[src/rtl/misc_port_bridge.sv]
// Byte command queue in front of the SDRAM controller misc port.
// Issues one strobe per command and returns read data in order.
package misc_port_bridge_pkg;

    typedef struct packed {
        logic        wr;
        logic [24:0] addr;
        logic [7:0]  data;
    } cmd_t;

    typedef enum logic [2:0] {
        IDLE,
        STROBE,
        WAIT_LOW,
        WAIT_HIGH,
        GAP
    } state_t;

endpackage

module misc_port_bridge #(
    parameter int FIFO_DEPTH = 4,
    parameter int TIMEOUT    = 4095
) (
    input  logic        clk,
    input  logic        reset_n,
    input  logic        host_wr,
    input  logic        host_rd,
    input  logic [24:0] host_addr,
    input  logic [7:0]  host_din,
    output logic [7:0]  host_dout,
    output logic        host_dout_valid,
    output logic        host_busy,
    output logic        host_idle,
    output logic        err_overflow,
    output logic        err_timeout,
    input  logic        err_clr,
    output logic [24:0] misc_addr,
    output logic [7:0]  misc_din,
    input  logic [7:0]  misc_dout,
    output logic        misc_rd,
    output logic        misc_we,
    input  logic        misc_ready
);

    import misc_port_bridge_pkg::*;

    localparam int AW = $clog2(FIFO_DEPTH);
    localparam int CW = $clog2(TIMEOUT + 1);

    cmd_t          fifo_q [FIFO_DEPTH];
    logic [AW-1:0] wr_ptr_q;
    logic [AW-1:0] rd_ptr_q;
    logic [AW:0]   count_q;
    logic [AW:0]   count_d;
    logic          full;
    logic          empty;
    logic          push;
    logic          pop;
    logic          ovf_evt;
    cmd_t          push_cmd;
    cmd_t          head;

    state_t        state_q;
    state_t        state_d;
    logic [CW-1:0] cnt_q;
    logic [CW-1:0] cnt_d;
    logic          tmo_hit;
    logic          abort;

    logic          rd_q;
    logic          rd_d;
    logic          we_q;
    logic          we_d;
    logic [24:0]   addr_q;
    logic [24:0]   addr_d;
    logic [7:0]    din_q;
    logic [7:0]    din_d;
    logic [7:0]    dout_q;
    logic [7:0]    dout_d;
    logic          valid_q;
    logic          valid_d;
    logic          err_ovf_q;
    logic          err_ovf_d;
    logic          err_tmo_q;
    logic          err_tmo_d;

    assign full    = (count_q == (AW+1)'(FIFO_DEPTH));
    assign empty   = (count_q == '0);
    assign pop     = (state_q == IDLE) && !empty;
    assign head    = fifo_q[rd_ptr_q];
    assign tmo_hit = (cnt_q == CW'(TIMEOUT));

    // A simultaneous write and read keeps the write only.
    always_comb begin
        push          = 1'b0;
        ovf_evt       = 1'b0;
        push_cmd.wr   = 1'b1;
        push_cmd.addr = host_addr;
        push_cmd.data = host_din;
        unique case (1'b1)
            host_wr && host_rd: begin
                push    = !full;
                ovf_evt = 1'b1;
            end
            host_wr && !host_rd: begin
                push    = !full;
                ovf_evt = full;
            end
            host_rd && !host_wr: begin
                push        = !full;
                ovf_evt     = full;
                push_cmd.wr = 1'b0;
            end
            default: ;
        endcase
    end

    always_comb begin
        count_d = count_q;
        unique case ({push, pop})
            2'b10:   count_d = count_q + (AW+1)'(1);
            2'b01:   count_d = count_q - (AW+1)'(1);
            default: ;
        endcase
    end

    always_ff @(posedge clk or negedge reset_n) begin
        if (!reset_n) begin
            wr_ptr_q <= '0;
            rd_ptr_q <= '0;
            count_q  <= '0;
            for (int i = 0; i < FIFO_DEPTH; i++) begin
                fifo_q[i] <= '0;
            end
        end else begin
            if (push) begin
                fifo_q[wr_ptr_q] <= push_cmd;
                wr_ptr_q         <= wr_ptr_q + AW'(1);
            end
            if (pop) begin
                rd_ptr_q <= rd_ptr_q + AW'(1);
            end
            count_q <= count_d;
        end
    end

    always_ff @(posedge clk or negedge reset_n) begin
        if (!reset_n) begin
            state_q <= IDLE;
        end else begin
            state_q <= state_d;
        end
    end

    always_comb begin
        state_d = state_q;
        unique case (state_q)
            IDLE: begin
                if (!empty) state_d = STROBE;
            end
            STROBE: state_d = WAIT_LOW;
            WAIT_LOW: begin
                if (!misc_ready)  state_d = WAIT_HIGH;
                else if (tmo_hit) state_d = GAP;
            end
            WAIT_HIGH: begin
                if (misc_ready)   state_d = GAP;
                else if (tmo_hit) state_d = GAP;
            end
            GAP:     state_d = IDLE;
            default: state_d = IDLE;
        endcase
    end

    always_comb begin
        rd_d    = rd_q;
        we_d    = we_q;
        addr_d  = addr_q;
        din_d   = din_q;
        dout_d  = dout_q;
        valid_d = 1'b0;
        cnt_d   = cnt_q;
        abort   = 1'b0;
        unique case (state_q)
            IDLE: begin
                if (pop) begin
                    addr_d = head.addr;
                    din_d  = head.data;
                    we_d   = head.wr;
                    rd_d   = !head.wr;
                end
            end
            STROBE: cnt_d = '0;
            WAIT_LOW: begin
                if (!misc_ready) begin
                    cnt_d = '0;
                end else if (tmo_hit) begin
                    abort = 1'b1;
                    we_d  = 1'b0;
                    rd_d  = 1'b0;
                    if (rd_q) begin
                        dout_d  = 8'hFF;
                        valid_d = 1'b1;
                    end
                end else begin
                    cnt_d = cnt_q + CW'(1);
                end
            end
            WAIT_HIGH: begin
                if (misc_ready) begin
                    we_d = 1'b0;
                    rd_d = 1'b0;
                    if (rd_q) begin
                        dout_d  = misc_dout;
                        valid_d = 1'b1;
                    end
                end else if (tmo_hit) begin
                    abort = 1'b1;
                    we_d  = 1'b0;
                    rd_d  = 1'b0;
                    if (rd_q) begin
                        dout_d  = 8'hFF;
                        valid_d = 1'b1;
                    end
                end else begin
                    cnt_d = cnt_q + CW'(1);
                end
            end
            GAP:     ;
            default: ;
        endcase
    end

    // A clear racing a new error leaves the flag set.
    assign err_ovf_d = (err_ovf_q && !err_clr) || ovf_evt;
    assign err_tmo_d = (err_tmo_q && !err_clr) || abort;

    always_ff @(posedge clk or negedge reset_n) begin
        if (!reset_n) begin
            rd_q      <= 1'b0;
            we_q      <= 1'b0;
            addr_q    <= '0;
            din_q     <= '0;
            dout_q    <= '0;
            valid_q   <= 1'b0;
            cnt_q     <= '0;
            err_ovf_q <= 1'b0;
            err_tmo_q <= 1'b0;
        end else begin
            rd_q      <= rd_d;
            we_q      <= we_d;
            addr_q    <= addr_d;
            din_q     <= din_d;
            dout_q    <= dout_d;
            valid_q   <= valid_d;
            cnt_q     <= cnt_d;
            err_ovf_q <= err_ovf_d;
            err_tmo_q <= err_tmo_d;
        end
    end

    assign misc_rd         = rd_q;
    assign misc_we         = we_q;
    assign misc_addr       = addr_q;
    assign misc_din        = din_q;
    assign host_dout       = dout_q;
    assign host_dout_valid = valid_q;
    assign host_busy       = full;
    assign host_idle       = empty && (state_q == IDLE);
    assign err_overflow    = err_ovf_q;
    assign err_timeout     = err_tmo_q;

endmodule

[config.mk]
export PLATFORM = sky130hd
export DESIGN_NAME = misc_port_bridge
export DESIGN_NICKNAME = d
export VERILOG_FILES = /design/src/rtl/misc_port_bridge.sv
export SDC_FILE = /design/constraint.sdc
export NUM_CORES = 1
export LEC_CHECK = 0
export ABC_CLOCK_PERIOD_IN_PS = 3750
export CAP_MARGIN = 30
export CORE_MARGIN = 4
export CORE_UTILIZATION = 33
export DETAILED_ROUTE_END_ITERATION = 10
export HOLD_SLACK_MARGIN = 0.03
export PLACE_DENSITY = 0.51
export SKIP_LAST_GASP = 1
export SYNTH_ARGS = -nofsm -noshare
export SYNTH_HDL_FRONTEND = slang
export SYNTH_SLANG_ARGS = --single-unit
[constraint.sdc]
create_clock -name clk -period 3.75 [get_ports clk]
set_input_delay 0.375 -clock clk [delete_from_list [all_inputs] [get_ports clk]]
set_output_delay 0.375 -clock clk [all_outputs]
set_load 0.03 [all_outputs]
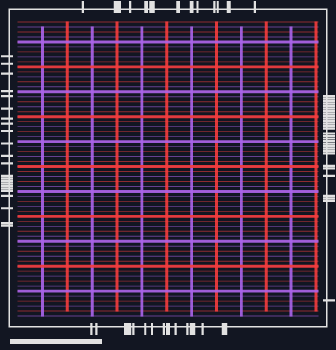
(images/pdn.png)
Bar = 50 microns. Pins as bars on the die edge.
- purple: VSS
- red: VDD
- rows: 59
- met1 rails: 60
- met4 straps: 12
- met5 straps: 11
- signal pins: 95

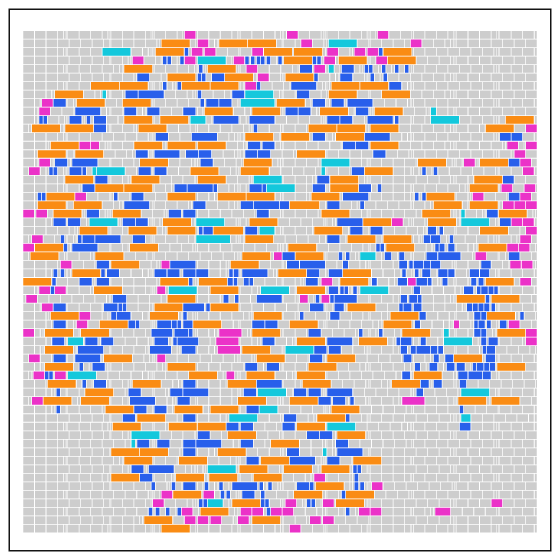
(images/cell_classes.png)
Fill, decap, tap and diode cells in gray.
- blue: all other logic (cells 415; share of their area 34%)
- cyan: clock drivers and dummy loads (cells 42; share of their area 7.4%)
- magenta: other buffers and delay cells (cells 109; share of their area 10%)
- orange: flops (cells 204; share of their area 48%)

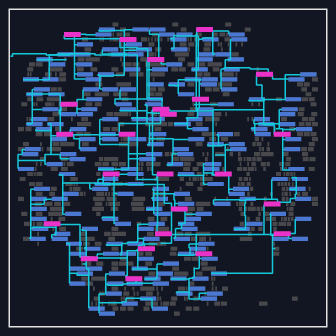
(images/clock_map.png)
- magenta: cells driving clock nets (count 24)
- cyan: clock wires (length 2820 microns)
- blue: flip-flops (count 204)
- routed clock nets: 25

==> GITHUB_STEP_SUMMARY <==
### Flow metrics

| Metric | Value |
|---|---|
| DIE HEIGHT | 172 microns |
| Final hold slack | 0.452 ns |
| Hold path startpoint | misc_dout[4] |
| Gate power share | 40.8% |
| Grt ovf | 0 |
| Worst Tran Pin Value | 0.926 ns |
| Inverter count | 16 |
| Synth-to-Final Area Change | 24.5% |
| Yosys cell count | 653 |
| FA/HA/MAJ Cells, Area Fraction | 1.60% |
| Max rail drop VDD | 0.350 mV |
| Max_cap viols | 0 |
| Synthesized Nets | 710 |
| Final period util | 75.5% |
| RR Endpoint | count_q[2] |
| Port Buffers | 94 |
| Cell Type Count | 49 |
| Number of detailed-route iterations in the first pass | 4 |
| Starting density of the core | 33.9% |
| Layout Cells excl Fill | 1105 |
| Initial antenna violation count | 0 |
| Number of remaining DRC errors | 0 |
| Largest class | registers |
| Setup TNS | 0 ns |
| Slew headroom | 38.3% |
| Lkg Pwr | 4.68 nW |
| Std cell rows | 59 |
| N_diodes | 0 |
| Synth logic family | multiplexers |
| CP required | 3.38 ns |
| Commonest Layout Cell | dfrtp_1 |
| Critical Path Fanout Max | 4 |
| Clk sinks | 204 |
| Mapped cell area | 0.00893 sq mm |
| Multiplexer share | 25.6% |
| R2r worst-path depth | 9 |
| Status | complete, no violations |
| Synth flops | 204 |
| Sequential cell area | 0.00511 sq mm |
| Area leader share | 57.2% |
| Seq cells | 204 |
| Multi-In Gates | 399 |
| Seq group | 3.96 mW |
| WHS Path Cells | 2 |
| Final WL | 20.5 mm |
| Core ar. | 0.0264 sq mm |
| Htree depth | 1 |
| Crit path capture type | output port |
| RD Place Congestion | 0.699 |
| Buf+Inv Stages, Crit Path | 1 |
| CP endpoint | host_idle |
| Max Freq | 0.353 GHz |
| Compound Share, Synth | 4.29% |
| WL/cell | 18.6 microns |
| Total track usage | 14.2% |
| Post-synth seq share | 57.2% |
| Yosys stat chip area | 0.00893 sq mm |
| Max Root-Sink Buffers | 3 |
| Commonest flop | dfrtp_1 |
| Clock Power Share | 21.9% |
| Post-CTS Setup Bufs | 0 |
| Fillers | 2428 |
| Largest register FFs | 136 |
| Iteration-0 DRC Markers | 291 |
| Post-synth EDFFs | 0 |
| Top Layout Cells | dfrtp_1 (202), mux2_2 (132), nand2_1 (108) |
| CP startpoint kind | flop |
| CP arrival | 2.46 ns |
| Gate Count Post-Synth | 653 |
| Crit path max-delay family | simple AND/OR/NAND/NOR gates |
| Share of layout cells above drive strength 1 | 30.6% |
| Root Buffer | clkbuf_16 |
| P_clk | 2.31 mW |
| CP startpoint | count_q[1] |
| Nets@finish | 811 |
| Signal buf overhead | 9.97% |
| Clock buf/inv share | 7.13% |
| Clkbuf count | 35 |
| Place WS | 0.853 ns |
| Critical path depth in cells | 3 |
| Sequential share of power | 37.4% |
| Reg2reg start | state_q[0] |
| Log Warnings | 33 |
| And+or+nand+nor area frac | 8.17% |
| Detailed Place HPWL | 13.2 mm |
| Synth Area in XOR/XNOR | 0.687% |
| CP max stage cell | clkdlybuf4s50_1 |
| RSZ-0062 raised after global routing | no |
| Utilization after layout | 42.2% |
| PnR worst setup slack | 0.917 ns |
| Hold path endpoint | host_dout[4] |
| CP Cell Sequence | nor3_1 > nor4b_1 > clkdlybuf4s50_1 |
| Num CTS Buffers | 24 |
| Sw power | 3.59 mW |
| Routed vias/inst | 5.00 |
| Top cells, area | dfrtp_1 (57%), mux2_2 (17%), mux4_2 (8.6%), nand2_1 (4.5%), buf_2 (1.3%) |
| CTS tree | built |
| Async SR Flop Fraction | 100% |
| Clock latency on the worst-skew pair | 0.52 ns |
| Gates resized, CTS repair | 0 |
| Largest net degree at the start of global routing | 107 |
| Power Density | 953 mW/mm^2 |
| Crit path kind | reg -> out |
| Comb area share | 32.6% |
| # setup viols final | 0 |
| Comb group | 4.32 mW |
| # IOs | 95 |
| Design Area, Final | 0.0111 sq mm |
| Global-route wire length before repair | 33.7 mm |
| Flop share of the area | 46.0% |
| Final slew viol count | 0 |
| Final Power | 10.6 mW |
| Clock-pin slew on the worst setup and hold paths | 0.06 ns |
| Plain + repair buffers | 109 |
| R2r setup slk | 1.05 ns |
| Cells after DPL | 1062 |
| Hold buffers post-CTS | 1 |
| # Taps | 335 |
| Vias in the first global route | 6076 |
| Net Sw Frac | 33.9% |
| HP Class | in -> reg |
| Chip area | 0.0297 sq mm |
| Max Clock Skew | 0.0242 ns |
| Largest register by flop count | fifo_q |
| Syn_area_per_cell | 13.7 sq um |
| Synth area leader | dfrtp_1 |
| Crit path time final | 2.83 ns |
| Via count | 5522 |
| Highest-power group | combinational logic |
routing by layer:
metal,up-vias,share of wire (%),GRT usage (%)
met5,-,0,0
met4,0,1.6,3.69
met3,27,4.9,2.42
met2,111,49,23.7
met1,2866,45,19.3
li1,2518,-,-
cells in the mapped netlist, drive strengths merged (2+ instances only):
cell type	number
a21oi	9
xnor2	5
a211oi	2
mux2i	3
inv	15
o22a	8
nor4b	2
mux2	132
a31oi	2
nand4	4
clkbuf	8
and2	2
o22ai	2
a22o	2
o31ai	3
nor3	5
or3	2
buf	26
or4	3
nand3	6
nor2	14
nor3b	6
o21ai	9
nand2	108
mux4	34
xor2	2
o2bb2ai	2
o21bai	4
a21boi	4
nor2b	2
or2	2
nand2b	3
ha	9
dfrtp	204
No activity file was given, so power comes from the tool's default toggle rates.
